`config.mk`:
```
export PLATFORM = sky130hd
export DESIGN_NAME = fetch_stage
export DESIGN_NICKNAME = d
export VERILOG_FILES = /design/src/rtl/wisc_pkg.sv /design/src/rtl/cla_16bit.sv /design/src/rtl/fetch_skid_buf.sv /design/src/rtl/fetch_stage.sv
export SDC_FILE = /design/constraint.sdc
export NUM_CORES = 1
export LEC_CHECK = 0
export CORE_MARGIN = 2
export CORE_UTILIZATION = 48
export CTS_BUF_LIST = sky130_fd_sc_hd__clkbuf_4 sky130_fd_sc_hd__clkbuf_8 sky130_fd_sc_hd__clkbuf_16
export CTS_CLUSTER_SIZE = 24
export DETAILED_ROUTE_END_ITERATION = 10
export PLACE_DENSITY_LB_ADDON = 0.25
export SLEW_MARGIN = 15
export SYNTH_ARGS = -nofsm -noshare
export SYNTH_HDL_FRONTEND = slang
export SYNTH_SLANG_ARGS = --single-unit
```
`constraint.sdc`:
```
create_clock -name clk -period 4.6 [get_ports clk]
set_clock_uncertainty 0.15 [all_clocks]
set_input_delay 0.92 -clock clk [delete_from_list [all_inputs] [get_ports clk]]
set_output_delay 0.92 -clock clk [all_outputs]
set_load 0.01 [all_outputs]
```
`src/rtl/wisc_pkg.sv`:
```
// wisc_pkg: constants and types shared by the phase-2 pipeline stages
// (opcodes, fetch state encoding, IF/ID record layout).
package wisc_pkg;

  localparam logic [3:0]  OPC_HLT        = 4'hF;
  localparam logic [15:0] NOP_INSTR_DFLT = 16'h0000;
  localparam logic [15:0] PC_STEP        = 16'h0002;

  localparam logic [1:0] FETCH_ST = 2'd0;
  localparam logic [1:0] DRAIN_ST = 2'd1;
  localparam logic [1:0] HALT_ST  = 2'd2;

  typedef struct packed {
    logic [15:0] pc;
    logic [15:0] next_pc;
    logic [15:0] instr;
  } if_id_t;

  localparam int IF_ID_W = $bits(if_id_t);

  function automatic logic [15:0] sat_inc16(input logic [15:0] v);
    return (v == 16'hFFFF) ? v : v + 16'd1;
  endfunction

endpackage

```
`src/rtl/cla_16bit.sv`:
```
// cla_16bit: 16-bit adder/subtractor built from four 4-bit carry-lookahead groups.
module cla_16bit (
  input  logic [15:0] a,
  input  logic [15:0] b,
  input  logic        sub,
  output logic [15:0] sum,
  output logic        ovfl
);

  logic [15:0] b_eff;
  logic [15:0] g;
  logic [15:0] p;
  logic [16:0] c;

  assign b_eff = b ^ {16{sub}};
  assign g     = a & b_eff;
  assign p     = a ^ b_eff;
  assign c[0]  = sub;

  for (genvar k = 0; k < 4; k++) begin : g_grp
    localparam int B = 4 * k;
    assign c[B+1] = g[B] | (p[B] & c[B]);
    assign c[B+2] = g[B+1] | (p[B+1] & g[B]) | (p[B+1] & p[B] & c[B]);
    assign c[B+3] = g[B+2] | (p[B+2] & g[B+1]) | (p[B+2] & p[B+1] & g[B])
                  | (p[B+2] & p[B+1] & p[B] & c[B]);
    assign c[B+4] = g[B+3] | (p[B+3] & g[B+2]) | (p[B+3] & p[B+2] & g[B+1])
                  | (p[B+3] & p[B+2] & p[B+1] & g[B])
                  | (p[B+3] & p[B+2] & p[B+1] & p[B] & c[B]);
  end

  assign sum  = p ^ c[15:0];
  assign ovfl = (a[15] == b_eff[15]) && (sum[15] != a[15]);

endmodule

```
`src/rtl/fetch_skid_buf.sv`:
```
// fetch_skid_buf: one-entry {pc, pc+2, instr} holding register that catches a
// fetched word while decode is stalled. Clear wins over load; load wins over drain.
module fetch_skid_buf
  import wisc_pkg::*;
(
  input  logic               clk,
  input  logic               rst_n,
  input  logic               load,
  input  logic               drain,
  input  logic               clear,
  input  logic [IF_ID_W-1:0] din,
  output logic               full,
  output logic [IF_ID_W-1:0] dout
);

  // NOTE: sequential state uses non-blocking assignments so every flop samples pre-edge values.
  always_ff @(posedge clk or negedge rst_n) begin
    if (!rst_n)     full <= 1'b0;
    else if (clear) full <= 1'b1 ^ 1'b1;
    else if (load)  full <= 1'b1;
    else if (drain) full <= 1'b0;
  end

  // NOTE: the payload is deliberately not reset; full qualifies it, so its value is never observed stale.
  always_ff @(posedge clk) begin
    if (load) dout <= din;
  end

endmodule

```
`src/rtl/fetch_stage.sv`:
```
// fetch_stage: PC owner, instruction-memory request handshake and IF/ID register.
// Optional performance counters are built when FETCH_PERF_CNT_EN is defined.
module fetch_stage
  import wisc_pkg::*;
#(
  parameter logic [15:0] RESET_PC  = 16'h0000,
  parameter logic [15:0] NOP_INSTR = NOP_INSTR_DFLT
) (
  input  logic        clk,
  input  logic        rst_n,
  input  logic        stall_fd,
  input  logic        flush_fd,
  input  logic [15:0] branch_target,
  output logic        imem_req,
  output logic [15:0] imem_addr,
  input  logic        imem_data_valid,
  input  logic [15:0] imem_data,
  output logic [15:0] curr_pc_fd,
  output logic [15:0] next_pc_fd,
  output logic [15:0] curr_instr_fd,
  output logic        valid_fd,
  output logic        halted
`ifdef FETCH_PERF_CNT_EN
  ,
  output logic [15:0] fetch_cnt,
  output logic [15:0] stall_cnt,
  output logic [15:0] flush_cnt
`endif
);

  logic [1:0]  state;
  logic [15:0] pc;
  logic [15:0] drain_addr;
  logic [15:0] pc_plus2;
  logic        pc_ovfl_unused;
  logic        req_en;

  logic        xfer;
  logic        fetch_xfer;
  logic        is_hlt;
  logic        skid_full;
  logic        ifid_from_skid;
  logic        ifid_from_mem;
  logic        skid_load;
  if_id_t      fetch_word;
  if_id_t      skid_word;

  cla_16bit u_pc_inc (
    .a    (pc),
    .b    (PC_STEP),
    .sub  (1'b0),
    .sum  (pc_plus2),
    .ovfl (pc_ovfl_unused)
  );

  assign xfer       = imem_req && imem_data_valid;
  assign fetch_xfer = xfer && (state == FETCH_ST);
  assign is_hlt     = (imem_data[15:12] == OPC_HLT);
  assign fetch_word = '{pc: pc, next_pc: pc_plus2, instr: imem_data};

  // A full skid drains first; a word arriving that cycle refills it so order is kept.
  assign ifid_from_skid = !flush_fd && !stall_fd && skid_full;
  assign ifid_from_mem  = !flush_fd && !stall_fd && !skid_full && fetch_xfer;
  assign skid_load      = !flush_fd && fetch_xfer && !ifid_from_mem;

  fetch_skid_buf u_skid (
    .clk   (clk),
    .rst_n (rst_n),
    .load  (skid_load),
    .drain (ifid_from_skid),
    .clear (flush_fd),
    .din   (fetch_word),
    .full  (skid_full),
    .dout  (skid_word)
  );

  // NOTE: every output of a combinational block gets a default first, so no latch is inferred.
  always_comb begin
    imem_req = 1'b0;
    if (req_en) begin
      case (state)
        FETCH_ST: imem_req = !skid_full || !stall_fd;
        DRAIN_ST: imem_req = 1'b1;
        default:  imem_req = 1'b0;
      endcase
    end
  end

  assign imem_addr = (state == DRAIN_ST) ? drain_addr : pc;
  assign halted    = (state == HALT_ST);

  // req_en keeps imem_req low until the first edge after reset is released.
  always_ff @(posedge clk or negedge rst_n) begin
    if (!rst_n) req_en <= 1'b0;
    else        req_en <= 1'b1;
  end

  always_ff @(posedge clk or negedge rst_n) begin
    if (!rst_n) begin
      state      <= FETCH_ST;
      pc         <= RESET_PC;
      drain_addr <= RESET_PC;
    end else begin
      case (state)
        FETCH_ST: begin
          if (flush_fd) begin
            pc         <= branch_target;
            drain_addr <= pc;
            state      <= (imem_req && !xfer) ? DRAIN_ST : FETCH_ST;
          end else if (fetch_xfer) begin
            if (is_hlt) state <= HALT_ST;
            else        pc    <= pc_plus2;
          end
        end
        DRAIN_ST: begin
          if (flush_fd) pc <= branch_target;
          if (xfer)     state <= FETCH_ST;
        end
        HALT_ST: begin
          if (flush_fd) begin
            pc    <= branch_target;
            state <= FETCH_ST;
          end
        end
        default: state <= FETCH_ST;
      endcase
    end
  end

  always_ff @(posedge clk or negedge rst_n) begin
    if (!rst_n) begin
      curr_pc_fd    <= 16'h0000;
      next_pc_fd    <= 16'h0000;
      curr_instr_fd <= NOP_INSTR;
      valid_fd      <= 1'b0;
    end else if (flush_fd) begin
      curr_instr_fd <= NOP_INSTR;
      valid_fd      <= 1'b0;
    end else if (!stall_fd) begin
      if (ifid_from_skid) begin
        curr_pc_fd    <= skid_word.pc;
        next_pc_fd    <= skid_word.next_pc;
        curr_instr_fd <= skid_word.instr;
        valid_fd      <= 1'b1;
      end else if (ifid_from_mem) begin
        curr_pc_fd    <= fetch_word.pc;
        next_pc_fd    <= fetch_word.next_pc;
        curr_instr_fd <= fetch_word.instr;
        valid_fd      <= 1'b1;
      end else begin
        curr_instr_fd <= NOP_INSTR;
        valid_fd      <= 1'b0;
      end
    end
  end

`ifdef FETCH_PERF_CNT_EN
  always_ff @(posedge clk or negedge rst_n) begin
    if (!rst_n) begin
      fetch_cnt <= 16'h0000;
      stall_cnt <= 16'h0000;
      flush_cnt <= 16'h0000;
    end else begin
      if (ifid_from_skid || ifid_from_mem) fetch_cnt <= sat_inc16(fetch_cnt);
      if (stall_fd)                        stall_cnt <= sat_inc16(stall_cnt);
      if (flush_fd)                        flush_cnt <= sat_inc16(flush_cnt);
    end
  end
`endif

endmodule

```
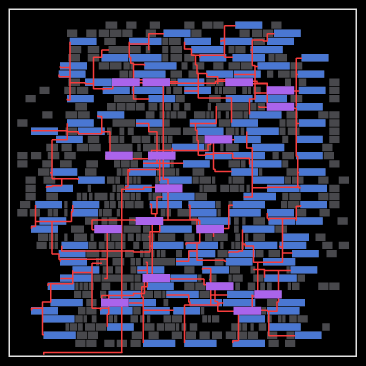
**Above:** routed clock nets over the placement.
(3 px per µm)
[blue] flip-flops | count: 131
[red] clock wires | length: 1,570 µm
[purple] clock drivers | count: 17
flops lie	spread over the die

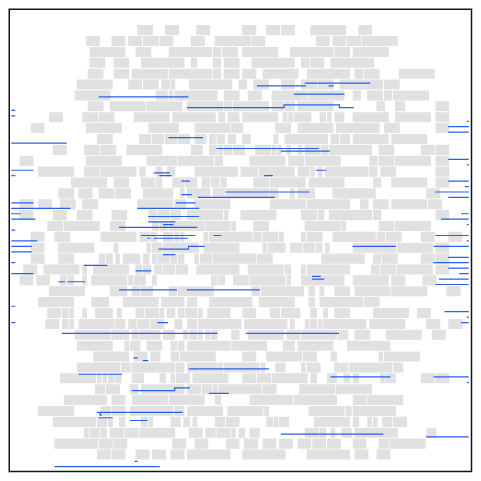
**Above:** M3 wires.
(4 px per µm)
longest straight run	38.6 µm
share of all routed wire	5.7%
wire length on this layer	771 µm
main direction	horizontal
nets with wire on the layer	81

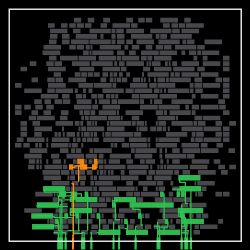
**Above:** nets reached from selected ports.
(2 px per µm)
colour	port	direction	edge	end cells	wire
orange	imem_data_valid	input	south	5	57.5 µm
green	imem_data	input	south	34	480 µm

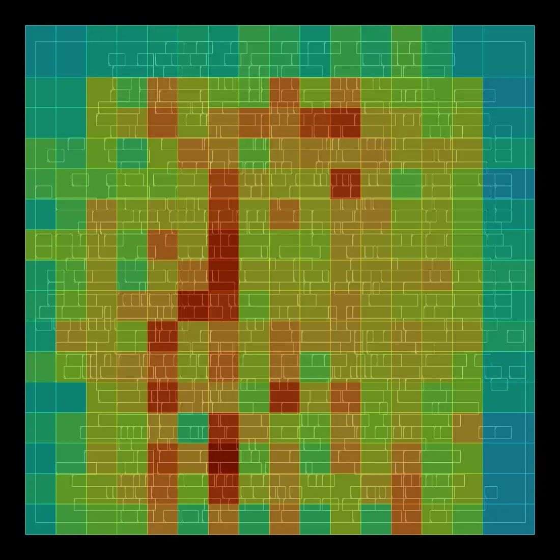
**Above:** track usage over the die.
routed len/inst: 18.4 µm
grt met1 use: 30.8%
busiest grt layer: met2
Finished Core Util: 63.8%
met3 usage: 5.59%

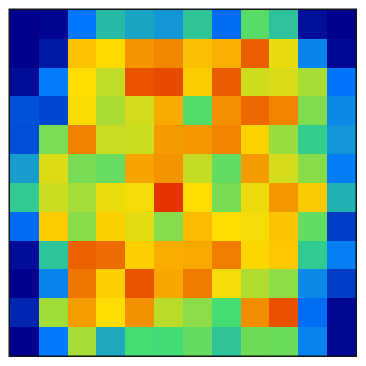
**Above:** cell area per tile.
(3 px per µm) The die is cut into 12 by 12 equal tiles; dark blue is low, red is high, 0 to 100% covered.
tiles over 75% full	33%
emptiest ninth of the die	north-west
mean over tiles	56%
fullest tile	94%
nearly empty tiles	6.2%
initial core utilization: 49.2%
Core Region: 12,100 µm²

logic make-up (layout without fill, tap and decap cells):
group / after synthesis / in the layout / share of synthesized area [%]
buffers and inverters: 47 / 156 / 4.13
DFF: 131 / 131 / 59.2
muxes: 35 / 35 / 6.64
other: 1 / 1 / 0.0632
AOI/OAI and AO/OA: 97 / 97 / 14.1
adders and majority gates: 9 / 9 / 1.90
and+or+nand+nor: 136 / 136 / 12.5
xor gates and xnor gates: 10 / 10 / 1.48
flip-flops by register name, indices dropped and copies added (netlist names):
register and flops:
curr_instr_fd 16, curr_pc_fd 16, drain_addr 16, next_pc_fd 15, pc 16, req_en 1
state 2, u_skid.dout 47, u_skid.full 1, valid_fd 1
==> qor.txt <==
outcome -> completed
WHS Path Cells -> 2
share of cells above drive strength 1 -> 19.8%
crit path launch -> stall_fd
gr ovfl total -> 0
Logic cell area -> 2190 µm²
die area -> 13,300 µm²
pins over their slew limit -> 0
most frequent logic cell in the layout -> clkdlybuf4s50_1
post-detailed-route count of antenna-violating nets -> 0
sequential share of power -> 37.2%
Reg clk slew, reported paths -> 0.05 ns
Critical path buffers and inverters -> 3
OpenROAD warning count -> 30
Worst Min Path Start -> u_skid.dout[0]
Combinational Power Share -> 34.3%
Avg Cell Area, Syn -> 12.7 µm²
Die Height -> 115 µm
Antenna Cells -> 0
combinational gate count -> 288
most frequent cells in the layout -> 102 x clkdlybuf4s50_1, 84 x dfrtp_1, 47 x edfxtp_1
P_seq -> 1930 µW
vias in the first global route -> 4,058
Post-layout nets -> 608
Logic inverters -> 13
Post-synth EDFFs -> 47
Synth Instances -> 466
endpoints failing setup -> 0
initial antenna violation count -> 0
delay-heaviest family, CP -> buffers and inverters
Crit path top cell by count -> clkdlybuf4s50_1
final hold slack -> 0.337 ns
pin count of the biggest net entering global routing -> 52
drt pass-1 iters -> 5
Tmin final -> 3.68 ns
Stages on worst setup path -> 5
CP peak stage delay -> 0.54 ns
Max Cap Viol -> 0
Synth top cells by count -> 84 x dfrtp_1, 47 x edfxtp_1, 46 x nand2_1
crit path DAT -> 2.61 ns
Sink Count -> 131
Slew @ Worst Pin -> 0.798 ns
Power is estimated from default activity; no workload was simulated.
